**src/rtl/bus_decoder.sv**
```systemverilog
// Address decoder and bus controller between the maxicore32 master and SLAVES peripherals.
// Ports: clock/reset; master address/read/write; per-slave ready and packed read data in;
//        one-hot registered chip selects, gated strobes, registered read data, ready/bus_error pulses,
//        captured fault address and busy flag out.
module bus_decoder #(
  parameter int                  SLAVES       = 4,
  parameter logic [SLAVES*8-1:0] REGION_BASES = {8'h20, 8'h10, 8'h0f, 8'h00},
  parameter logic [SLAVES*4-1:0] WAIT_STATES  = {4'd3, 4'd2, 4'd0, 4'd0},
  parameter int                  TIMEOUT      = 16
) (
  input  logic                 clock,
  input  logic                 reset,
  input  logic [29:0]          address,
  input  logic                 read,
  input  logic                 write,
  input  logic [SLAVES-1:0]    slave_ready,
  input  logic [SLAVES*32-1:0] slave_data_in,
  output logic [SLAVES-1:0]    slave_cs,
  output logic                 slave_read,
  output logic                 slave_write,
  output logic [31:0]          data_out,
  output logic                 ready,
  output logic                 bus_error,
  output logic [29:0]          error_address,
  output logic                 busy
);

  localparam int TW = $clog2(TIMEOUT + 1);

  typedef enum logic [1:0] {IDLE, ACCESS, DONE, ERROR} state_t;

  state_t              state_q, state_d;
  logic [SLAVES-1:0]   cs_q, cs_d;
  logic [3:0]          wait_q, wait_d;
  logic [TW-1:0]       tmo_q, tmo_d;
  logic [31:0]         data_q, data_d;
  logic [29:0]         eaddr_q, eaddr_d;

  // Region match: scanning upward and stopping at the first hit makes
  // duplicate bases resolve to the lowest slave index.
  logic                hit;
  logic [SLAVES-1:0]   hit_cs;
  logic [3:0]          hit_wait;

  always_comb begin
    hit      = 1'b0;
    hit_cs   = '0;
    hit_wait = '0;
    for (int i = 0; i < SLAVES; i++) begin
      if (!hit && (address[29:22] == REGION_BASES[i*8 +: 8])) begin
        hit       = 1'b1;
        hit_cs[i] = 1'b1;
        hit_wait  = WAIT_STATES[i*4 +: 4];
      end
    end
  end

  // cs_q is one-hot while in ACCESS, so masking and OR-ing selects the
  // active slave's data and handshake without keeping a separate index.
  logic [31:0] sel_data;
  logic        sel_rdy;

  always_comb begin
    sel_data = '0;
    for (int i = 0; i < SLAVES; i++) begin
      sel_data = sel_data | (slave_data_in[i*32 +: 32] & {32{cs_q[i]}});
    end
    sel_rdy = |(slave_ready & cs_q);
  end

  logic completing;

  always_comb begin
    state_d    = state_q;
    cs_d       = cs_q;
    wait_d     = wait_q;
    tmo_d      = tmo_q;
    data_d     = data_q;
    eaddr_d    = eaddr_q;
    completing = (wait_q == 4'd0) && sel_rdy;

    case (state_q)
      IDLE: begin
        if (read || write) begin
          if ((read && write) || !hit) begin
            state_d = ERROR;
            eaddr_d = address;
          end else begin
            state_d = ACCESS;
            cs_d    = hit_cs;
            wait_d  = hit_wait;
            tmo_d   = '0;
          end
        end
      end
      ACCESS: begin
        if (!read && !write) begin
          // Master abort: silently return, no pulse for this transfer.
          state_d = IDLE;
          cs_d    = '0;
        end else if ((tmo_q == TW'(TIMEOUT - 1)) && !completing) begin
          state_d = ERROR;
          cs_d    = '0;
          eaddr_d = address;
        end else begin
          tmo_d = tmo_q + TW'(1);
          if (wait_q != 4'd0) begin
            wait_d = wait_q - 4'd1;
          end else if (sel_rdy) begin
            state_d = DONE;
            cs_d    = '0;
            if (read) begin
              data_d = sel_data;
            end
          end
        end
      end
      DONE:    state_d = IDLE;
      ERROR:   state_d = IDLE;
      default: state_d = IDLE;
    endcase
  end

  always_ff @(posedge clock or posedge reset) begin
    if (reset) begin
      state_q <= IDLE;
      cs_q    <= '0;
      wait_q  <= '0;
      tmo_q   <= '0;
      data_q  <= '0;
      eaddr_q <= '0;
    end else begin
      state_q <= state_d;
      cs_q    <= cs_d;
      wait_q  <= wait_d;
      tmo_q   <= tmo_d;
      data_q  <= data_d;
      eaddr_q <= eaddr_d;
    end
  end

  assign slave_cs      = cs_q;
  assign slave_read    = read  & (|cs_q);
  assign slave_write   = write & (|cs_q);
  assign data_out      = data_q;
  assign error_address = eaddr_q;
  assign ready         = (state_q == DONE);
  assign bus_error     = (state_q == ERROR);
  assign busy          = (state_q != IDLE);

endmodule

```
**config.mk**
```make
export PLATFORM = sky130hd
export DESIGN_NAME = bus_decoder
export DESIGN_NICKNAME = d
export VERILOG_FILES = /design/src/rtl/bus_decoder.sv
export SDC_FILE = /design/constraint.sdc
export NUM_CORES = 1
export LEC_CHECK = 0
export CAP_MARGIN = 20
export CORE_UTILIZATION = 40
export DETAILED_ROUTE_END_ITERATION = 10
export PLACE_DENSITY = 0.95
export SLEW_MARGIN = 20
export SYNTH_ARGS = -nofsm -noshare
export SYNTH_HDL_FRONTEND = slang
export SYNTH_SLANG_ARGS = --single-unit
export TNS_END_PERCENT = 50
```
**constraint.sdc**
```tcl
create_clock -name clock -period 4.35 [get_ports clock]
set_input_delay 0.6525 -clock clock [delete_from_list [all_inputs] [get_ports clock]]
set_output_delay 0.6525 -clock clock [all_outputs]
set_load 0.01 [all_outputs]
```
PDN straps and rails:
Pins as bars on the die edge. Tap cells in grey.
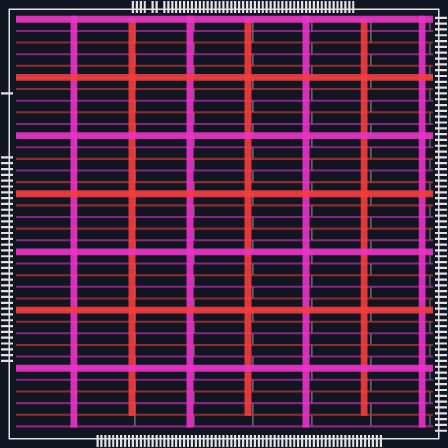
legend:
  VSS:
    colour: magenta
  VDD:
    colour: red
signal pins: 237
tap cells: 129
rows: 35
met1 rails: 36
met5 straps: 7

Where the registers sit:
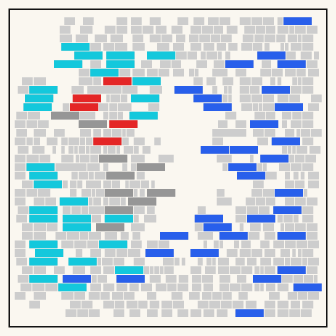
legend:
  tmo_q:
    colour: red
    placed_flops: 5
  data_out:
    colour: blue
    placed_flops: 32
  error_address:
    colour: cyan
    placed_flops: 30
sequential cell area share: 29.58%
Flop+latch power: 1040 uW

Clock distribution:
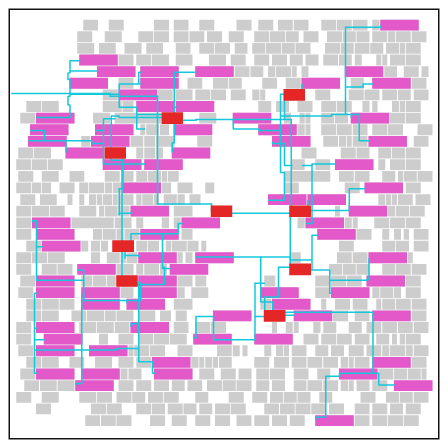
legend:
  cells driving clock nets:
    colour: red
    count: 9
  flip-flops:
    colour: magenta
    count: 77
  clock wires:
    colour: cyan
    length: 980 um
routed clock nets: 10
flops lie: spread over the die
Insertion Delay late pin: 0.35 ns
P_clk: 594 uW

Routing congestion map:
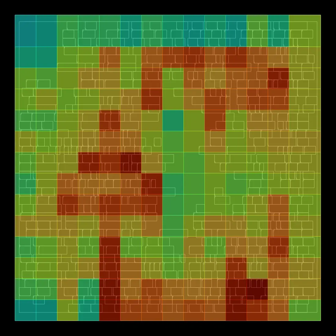
drt wl/cell: 18.86 um
Core Util, Final: 70.18%
met2 usage in global routing: 50.56%
most crowded layer after global routing: met2
global routing usage on met1: 29.37%

Placement by cell class:
Scale bar: 20 um.
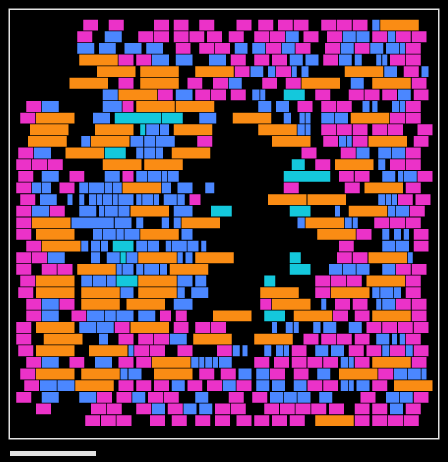
legend:
  other buffers and delay cells:
    colour: magenta
    cells: 242
    share_of_their_area: 38%
  flip-flops:
    colour: orange
    cells: 77
    share_of_their_area: 30%
  clock drivers and dummy loads:
    colour: cyan
    cells: 16
    share_of_their_area: 3.4%
  all other logic:
    colour: blue
    cells: 243
    share_of_their_area: 28%

==> impl_metrics.yaml <==
# yosys + openroad results
placement:
  dp_hpwl_um: 10120
  dpl_worst_slack_ns: 1.105
  place_congestion: 0.8957
global_route:
  antenna_found_initial: 0
  grt_pass1_vias: 4174
  grt_max_degree: 65
  grt_remaining_overflow: 0
  grt_pass1_wl_um: 20700
  grt.total_usage_pct: 27.03
detailed_routing:
  vias_per_cell: 5.472
  wirelength_um: 13340
  drc: 0
  vias: 3869
  antenna_left: 0
  drtIter0Drc: 94
  dr.pass1.iters: 4
power_and_ir_drop:
  intPower_uw: 1874
  netSwitchingPower_uw: 795.6
  comb_power_share_pct: 38.8
  p_per_area_nw_per_um2: 409.8
  p_sw_share_pct: 29.80
  top_power_group: "registers"
  vdd_drop_max_mv: 0.3289
  p_total_uw: 2670
  clockPowerShare_pct: 22.3
hold_path:
  hold_end: "data_out[31]"
  hold_start: "data_out[31]"
  worstHoldPathType: "register to register"
  whs_path_depth: 2
clock_tree:
  clk_root_buffer_cell: "clkbuf_8"
  cts.path.max_buffers: 2
  cts-htree-levels: 3
  path_clk_slew_ns: 0.08
  cts_tree: "yes"
  cts_resized: 0
  cts.sinks: 77
  post_cts_buffers: 0
  cts_hold_buffers: 0
  cts_buffers: 9
synth:
  avgSynthCellArea_um2: 11.12
  syn_area_um2: 3849
  synth_top_cell_by_count: "dfrtp_1"
  ys.warnings.count: 0
  fa_ha_area_share_pct: 1.300
  logic_family: "AND-OR/OR-AND gates"
  simple_gate_area_share_pct: 8.648
  ys_types: 45
  synthFlopType: "dfrtp_1"
  edf_count: 0
  synth_nets: 516
  async_flop_share_pct: 100.0
  syn_inst: 346
  compound_area_share_pct: 26.56
  mux_area_share_pct: 9.623
  ys_cells: 346
  ys_top_cells_by_count: "dfrtp_1, o21ai_0, a22o_1, nand2_1, a221oi_1"
  synth.top_cell.area_share_pct: 50.07
  synthXorXnorAreaFrac_pct: 0
  numSynthFlops: 77
  ys_seq_share_pct: 50.07
timing:
  tns_ns: 0
  finalSetupViolations: 0
  final-hold-violation-count: 0
  drv_slew: 0
  rsz0062_at_grt: "no"
  skew_ns: 0.01383
  min_period_over_period_pct: 71.31
  period_needed_ns: 3.102
  relSlewSlack_pct: 51.60
  worst_pin_slew_ns: 0.7251
  final.setup.worst_slack_ns: 1.248
setup_path:
  cp_top_family: "buffers and inverters"
  worstReg2RegEnd: "error_address[21]"
  path_max_fanout: 20
  path_depth: 4
  path_buffers: 2
  cp.required_ns: 3.70
  worstPathArrival_ns: 2.45
  reg2regPathDepth: 5
  criticalPathCategory: "register to output port"
  r2r_start: "slave_cs[3]"
  cp-end-kind: "output port"
  path_cells: "buf_4, nor4_1, nor2b_1, clkdlybuf4s50_1"
  crit_path_start_kind: "register"
  critPathCapture: "slave_read"
job:
  warnings: 27
  cap_violations: 0
die:
  pin_count: 237
  die_x_um: 100.1
  chipArea_um2: 10020
  rows: 35
  floorplan.core_util_pct: 41.46
  die_y_um: 100.1
final_layout:
  area_growth_pct: 69.28
  drive_above_1_share_pct: 11.07
  nets: 743
  largest_reg_flops: 32
  lay_top_cells: "clkdlybuf4s50_1, dfrtp_1, o21ai_0, a22o_1, nand2_1"
  n_antenna_cell: 0
  lay_top_count: "clkdlybuf4s50_1"
  n_fill_cell: 664
  seq_area_um2: 1927
run_status:
  run_status: "complete, no violations"
==> area by class of cell <==
type | count | area share [%]
repair buffers | 242 | 36.95
flip-flops and latches | 77 | 29.58
multi-input cells | 237 | 27.33
well taps | 129 | 2.477
clock buffers | 11 | 2.017
clock inverters | 5 | 1.287
inverters | 6 | 0.3649
==> layer usage <==
layer  up-vias  share of wire, %  global-route usage, %
met5         -                 0                      0
met4         0               2.4                  10.26
met1      1880                38                  29.37
li1       1787                 -                      -
met3        25               7.4                  6.685
met2       177                53                  50.56
==> per-stage QoR <==
step / util [%] / hold slack, ns / area, um^2
floorplan: - / 0.4561 / 3849
global placement: 67.86 / 0.4635 / 6300
detailed placement: 67.86 / 0.4716 / 6300
CTS: 70.18 / 0.4908 / 6515
global route: 70.18 / 0.5180 / 6515
finish: 70.18 / 0.4819 / 6515
Power figures rest on the tool's default switching activity, not on a simulated workload.
